`src/rtl/alu_pkg.sv`:
```
// Shared constants and types for the ALU operand-fetch stage.
package alu_pkg;

  localparam int WIDTH = 32;
  localparam int NREGS = 32;
  localparam int AW    = $clog2(NREGS);

  typedef enum logic {
    OF_EMPTY = 1'b0,
    OF_FULL  = 1'b1
  } opfetch_state_t;

endpackage

```
`src/rtl/alu_regfile_2r1w.sv`:
```
// Architectural register file: two asynchronous read ports, one synchronous
// write port. Register 0 reads as zero and ignores writes.
module alu_regfile_2r1w
  import alu_pkg::*;
(
  input  logic             clk,
  input  logic             reset,
  input  logic             wr_en_i,
  input  logic [AW-1:0]    wr_addr_i,
  input  logic [WIDTH-1:0] wr_data_i,
  input  logic [AW-1:0]    ra_i,
  input  logic [AW-1:0]    rb_i,
  output logic [WIDTH-1:0] rdata_a_o,
  output logic [WIDTH-1:0] rdata_b_o
);

  logic [WIDTH-1:0] regs_q [NREGS];

  // NOTE: the architectural state must come out of reset as all-zero, so the
  // array is cleared entry by entry; this rules out a plain RAM macro.
  always_ff @(posedge clk) begin
    if (reset) begin
      for (int i = 0; i < NREGS; i++) begin
        regs_q[i] <= '0;
      end
    end else if (wr_en_i && (wr_addr_i != '0)) begin
      regs_q[wr_addr_i] <= wr_data_i;
    end
  end

  assign rdata_a_o = (ra_i == '0) ? '0 : regs_q[ra_i];
  assign rdata_b_o = (rb_i == '0) ? '0 : regs_q[rb_i];

endmodule

```
`src/rtl/alu_operand_fetch.sv`:
```
// Register file plus one-deep operand buffer feeding the ALU with valid/ready.
// Define OPFETCH_FWD_EN to bypass same-cycle write-back data into captured operands.
module alu_operand_fetch
  import alu_pkg::*;
(
  input  logic             clk,
  input  logic             reset,
  input  logic             req_valid,
  output logic             req_ready,
  input  logic [AW-1:0]    req_ra,
  input  logic [AW-1:0]    req_rb,
  output logic             out_valid,
  input  logic             out_ready,
  output logic [WIDTH-1:0] out_a,
  output logic [WIDTH-1:0] out_b,
  input  logic             wr_en,
  input  logic [AW-1:0]    wr_addr,
  input  logic [WIDTH-1:0] wr_data,
  output logic [15:0]      stall_cnt
);

  opfetch_state_t   state_q, state_d;
  logic [WIDTH-1:0] out_a_q, out_a_d;
  logic [WIDTH-1:0] out_b_q, out_b_d;
  logic [15:0]      stall_cnt_q, stall_cnt_d;
  logic [WIDTH-1:0] rd_a, rd_b;
  logic [WIDTH-1:0] src_a, src_b;
  logic             accept;

  alu_regfile_2r1w u_regfile (
    .clk       (clk),
    .reset     (reset),
    .wr_en_i   (wr_en),
    .wr_addr_i (wr_addr),
    .wr_data_i (wr_data),
    .ra_i      (req_ra),
    .rb_i      (req_rb),
    .rdata_a_o (rd_a),
    .rdata_b_o (rd_b)
  );

  assign accept = req_valid && req_ready;

  // NOTE: state is updated only with non-blocking assignments so every
  // register samples the pre-edge values of the others.
  always_ff @(posedge clk) begin
    if (reset) begin
      state_q     <= OF_EMPTY;
      out_a_q     <= '0;
      out_b_q     <= '0;
      stall_cnt_q <= '0;
    end else begin
      state_q     <= state_d;
      out_a_q     <= out_a_d;
      out_b_q     <= out_b_d;
      stall_cnt_q <= stall_cnt_d;
    end
  end

  // NOTE: every signal gets a default before the case so no latch is inferred.
  always_comb begin
    state_d = state_q;
    case (state_q)
      OF_EMPTY: if (req_valid) state_d = OF_FULL;
      OF_FULL:  if (out_ready) state_d = req_valid ? OF_FULL : OF_EMPTY;
      default:  state_d = OF_EMPTY;
    endcase
  end

  // A write landing on a source register in the accept cycle is either
  // bypassed or left to software (one bubble), depending on the build.
  always_comb begin
    src_a = rd_a;
    src_b = rd_b;
`ifdef OPFETCH_FWD_EN
    if (wr_en && (wr_addr != '0) && (wr_addr == req_ra)) src_a = wr_data;
    if (wr_en && (wr_addr != '0) && (wr_addr == req_rb)) src_b = wr_data;
`endif
    out_a_d = accept ? src_a : out_a_q;
    out_b_d = accept ? src_b : out_b_q;
  end

  always_comb begin
    stall_cnt_d = stall_cnt_q;
    if ((state_q == OF_FULL) && !out_ready && (stall_cnt_q != 16'hFFFF)) begin
      stall_cnt_d = stall_cnt_q + 16'd1;
    end
  end

  always_comb begin
    out_valid = (state_q == OF_FULL);
    req_ready = (state_q != OF_FULL) || out_ready;
  end

  assign out_a     = out_a_q;
  assign out_b     = out_b_q;
  assign stall_cnt = stall_cnt_q;

endmodule
```
`config.mk`:
```
export PLATFORM = sky130hd
export DESIGN_NAME = alu_operand_fetch
export DESIGN_NICKNAME = d
export VERILOG_FILES = /design/src/rtl/alu_pkg.sv /design/src/rtl/alu_regfile_2r1w.sv /design/src/rtl/alu_operand_fetch.sv
export SDC_FILE = /design/constraint.sdc
export NUM_CORES = 2
export LEC_CHECK = 0
export CAP_MARGIN = 15
export CORE_ASPECT_RATIO = 0.6
export CORE_MARGIN = 10
export CORE_UTILIZATION = 40
export CTS_CLUSTER_DIAMETER = 80
export CTS_CLUSTER_SIZE = 8
export DETAILED_ROUTE_END_ITERATION = 12
export PLACE_DENSITY = 0.56
export SKIP_LAST_GASP = 1
export SLEW_MARGIN = 20
export SYNTH_ARGS = -nofsm -noshare
export SYNTH_HDL_FRONTEND = slang
export SYNTH_SLANG_ARGS = --single-unit
export TNS_END_PERCENT = 10
```
`constraint.sdc`:
```
create_clock -name clk -period 5.4 [get_ports clk]
set_input_delay 0.54 -clock clk [delete_from_list [all_inputs] [get_ports clk]]
set_output_delay 0.54 -clock clk [all_outputs]
set_load 0.05 [all_outputs]
```
**Met2 routing**

Drawn at 1 px/um.
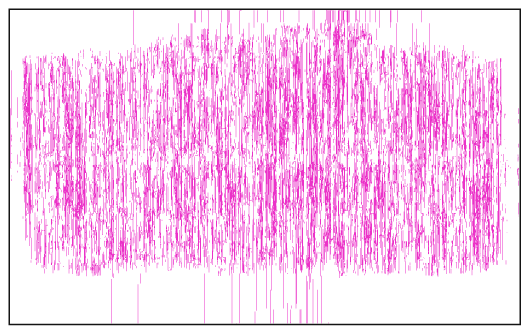
share of all routed wire: 42%
main direction: vertical
longest straight run: 155 um
via count: 35669
Detailed Route WL: 192000 um

**Clock wiring as the flow saved it**

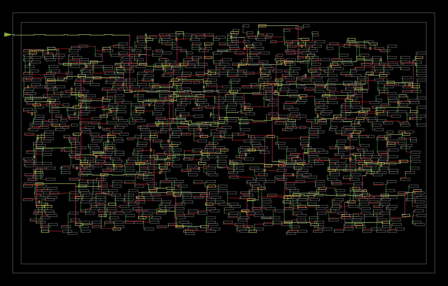
CLK BUF: 244
Insertion Delay late pin: 0.78 ns
Flop Count: 1105
total clock sinks: 1105
Layout Skew: 0.0308 ns

==> out/metrics.cfg <==
[hold_path]
hp-start = reset
min_path_cells = 2

[logic_synthesis]
ys_cells = 3827
ys_seq_share_pct = 56.3
ys.flops = 1105
xor_area_share_pct = 0
yosys_area_um2 = 57500
synth-edff-count = 1024
synthAoiAreaFrac_pct = 4.07
syn-cell-area_um2 = 57500
area_leaders = edfxtp_1 (53%), mux4_2 (18%), and2_1 (11%), mux2_2 (3.8%), dfxtp_1 (2.8%)

[worst_setup_path]
crit_arrival_ns = 2.72
crit_path_end_kind = output pin
ff2ff_setup_slack_ns = 2.57
worstPathMaxFanout = 13
cp-startpoint = out_valid
crit_required_ns = 4.86

[global_route]
grt_pass1_wl_um = 272000
use_met2_pct = 33.1
grt_use_met1_pct = 36.3
grt_pass1_vias = 34915

[routing]
ant_nets = 0
dr.max_layer_used = met4

[finish]
lay_top_count = edfxtp_1
final_cell_mix = edfxtp_1 (1024), and2_1 (992), mux4_2 (448), mux2_2 (193), clkbuf_16 (160)
finalInstanceArea_um2 = 65700
instances_no_fill = 5890

[clock_network]
cts.htree.levels = 4
cts_buffer_depth = 3
cts.clk_slew.worst_paths_ns = 0.06
ctsHoldBuffers = 0

[status]
status = completed

[sta]
fin_setup_tns_ns = 0
worstMarginPinSlew_ns = 1.17
fmax_ghz = 0.307
period_used_pct = 60.3
drv_slew = 0
setup_viol = 0

[placed_design]
dp_hpwl_um = 117000
placedInstanceArea_um2 = 61200
place_ws_ns = 1.61

[floorplan]
rows = 107
coreArea_um2 = 142000

[run]
warnings = 27

[power_and_ir_drop]
power.density_nw_per_um2 = 332

**Signal wires by layer**

Drawn at 1 px/um.
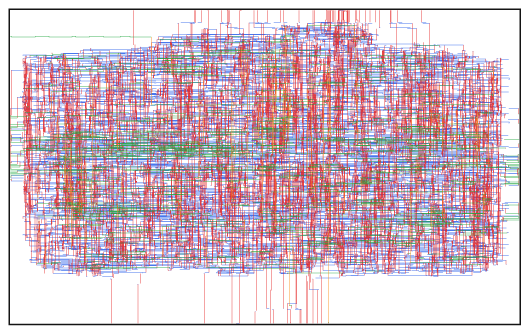
| layer | colour | wire length |
|---|---|---|
| met1 | blue | 87.8 mm |
| met3 | green | 20.3 mm |
| met2 | red | 79.7 mm |
| met4 | orange | 4310 um |
GRT Overall Usage: 23.7%
routed len/inst: 32.6 um

[cells by family after synthesis]
group / Yosys count
and+or+nand+nor: 1228
DFF: 1105
muxes: 769
buffers and inverters: 407
AOI/OAI and AO/OA: 316
adders and majority gates: 1
other: 1
[power breakdown]
part | internal (mW) | switching (mW) | total, mW
sequential | 9.85 | 0.294 | 10.1
combinational | 1.03 | 1.43 | 2.46
clock | 5.42 | 3.78 | 9.20
[registers in the layout (all words and copies together), names as in the netlist]
signal            count
u_regfile.regs_q   1024
out_valid             1
stall_cnt            16
out_b                32
out_a                32
[final cells by class]
class / count / area [um2]
Timing Repair Buffer: 267 / 2570
Antenna cell: 9 / 22.5
Clock buffer: 244 / 4320
Sequential cell: 1105 / 32400
Tap cell: 1907 / 2390
Fill cell: 12206 / 76600
Inverter: 4 / 15.0
Multi-Input combinational cell: 2346 / 23900
Clock inverter: 8 / 92.6
[synthesized netlist by cell type, drive strengths merged, types with 2 or more instances]
cell type / number
a211oi: 2
a21oi: 34
a221o: 22
a22o: 42
a22oi: 22
and2: 992
and2b: 2
and3: 3
and4: 4
and4b: 2
buf: 115
clkbuf: 288
dfxtp: 81
edfxtp: 1024
inv: 4
mux2: 193
mux2i: 128
mux4: 448
nand2: 138
nand2b: 2
nand3: 5
nand3b: 3
nand4: 7
nand4b: 2
nor2: 43
nor2b: 4
nor3: 2
nor4: 2
o2111ai: 64
o21ai: 78
o221ai: 42
o31ai: 5
o41ai: 3
or2: 2
or3: 6
or4: 7
[worst max-delay path, delay by kind of cell, from the launching register on]
kind | cells | cell delay (ns)
flip-flops | 1 | 0.33
AND/OR/NAND/NOR | 1 | 0.21
buffers and inverters | 2 | 1.39
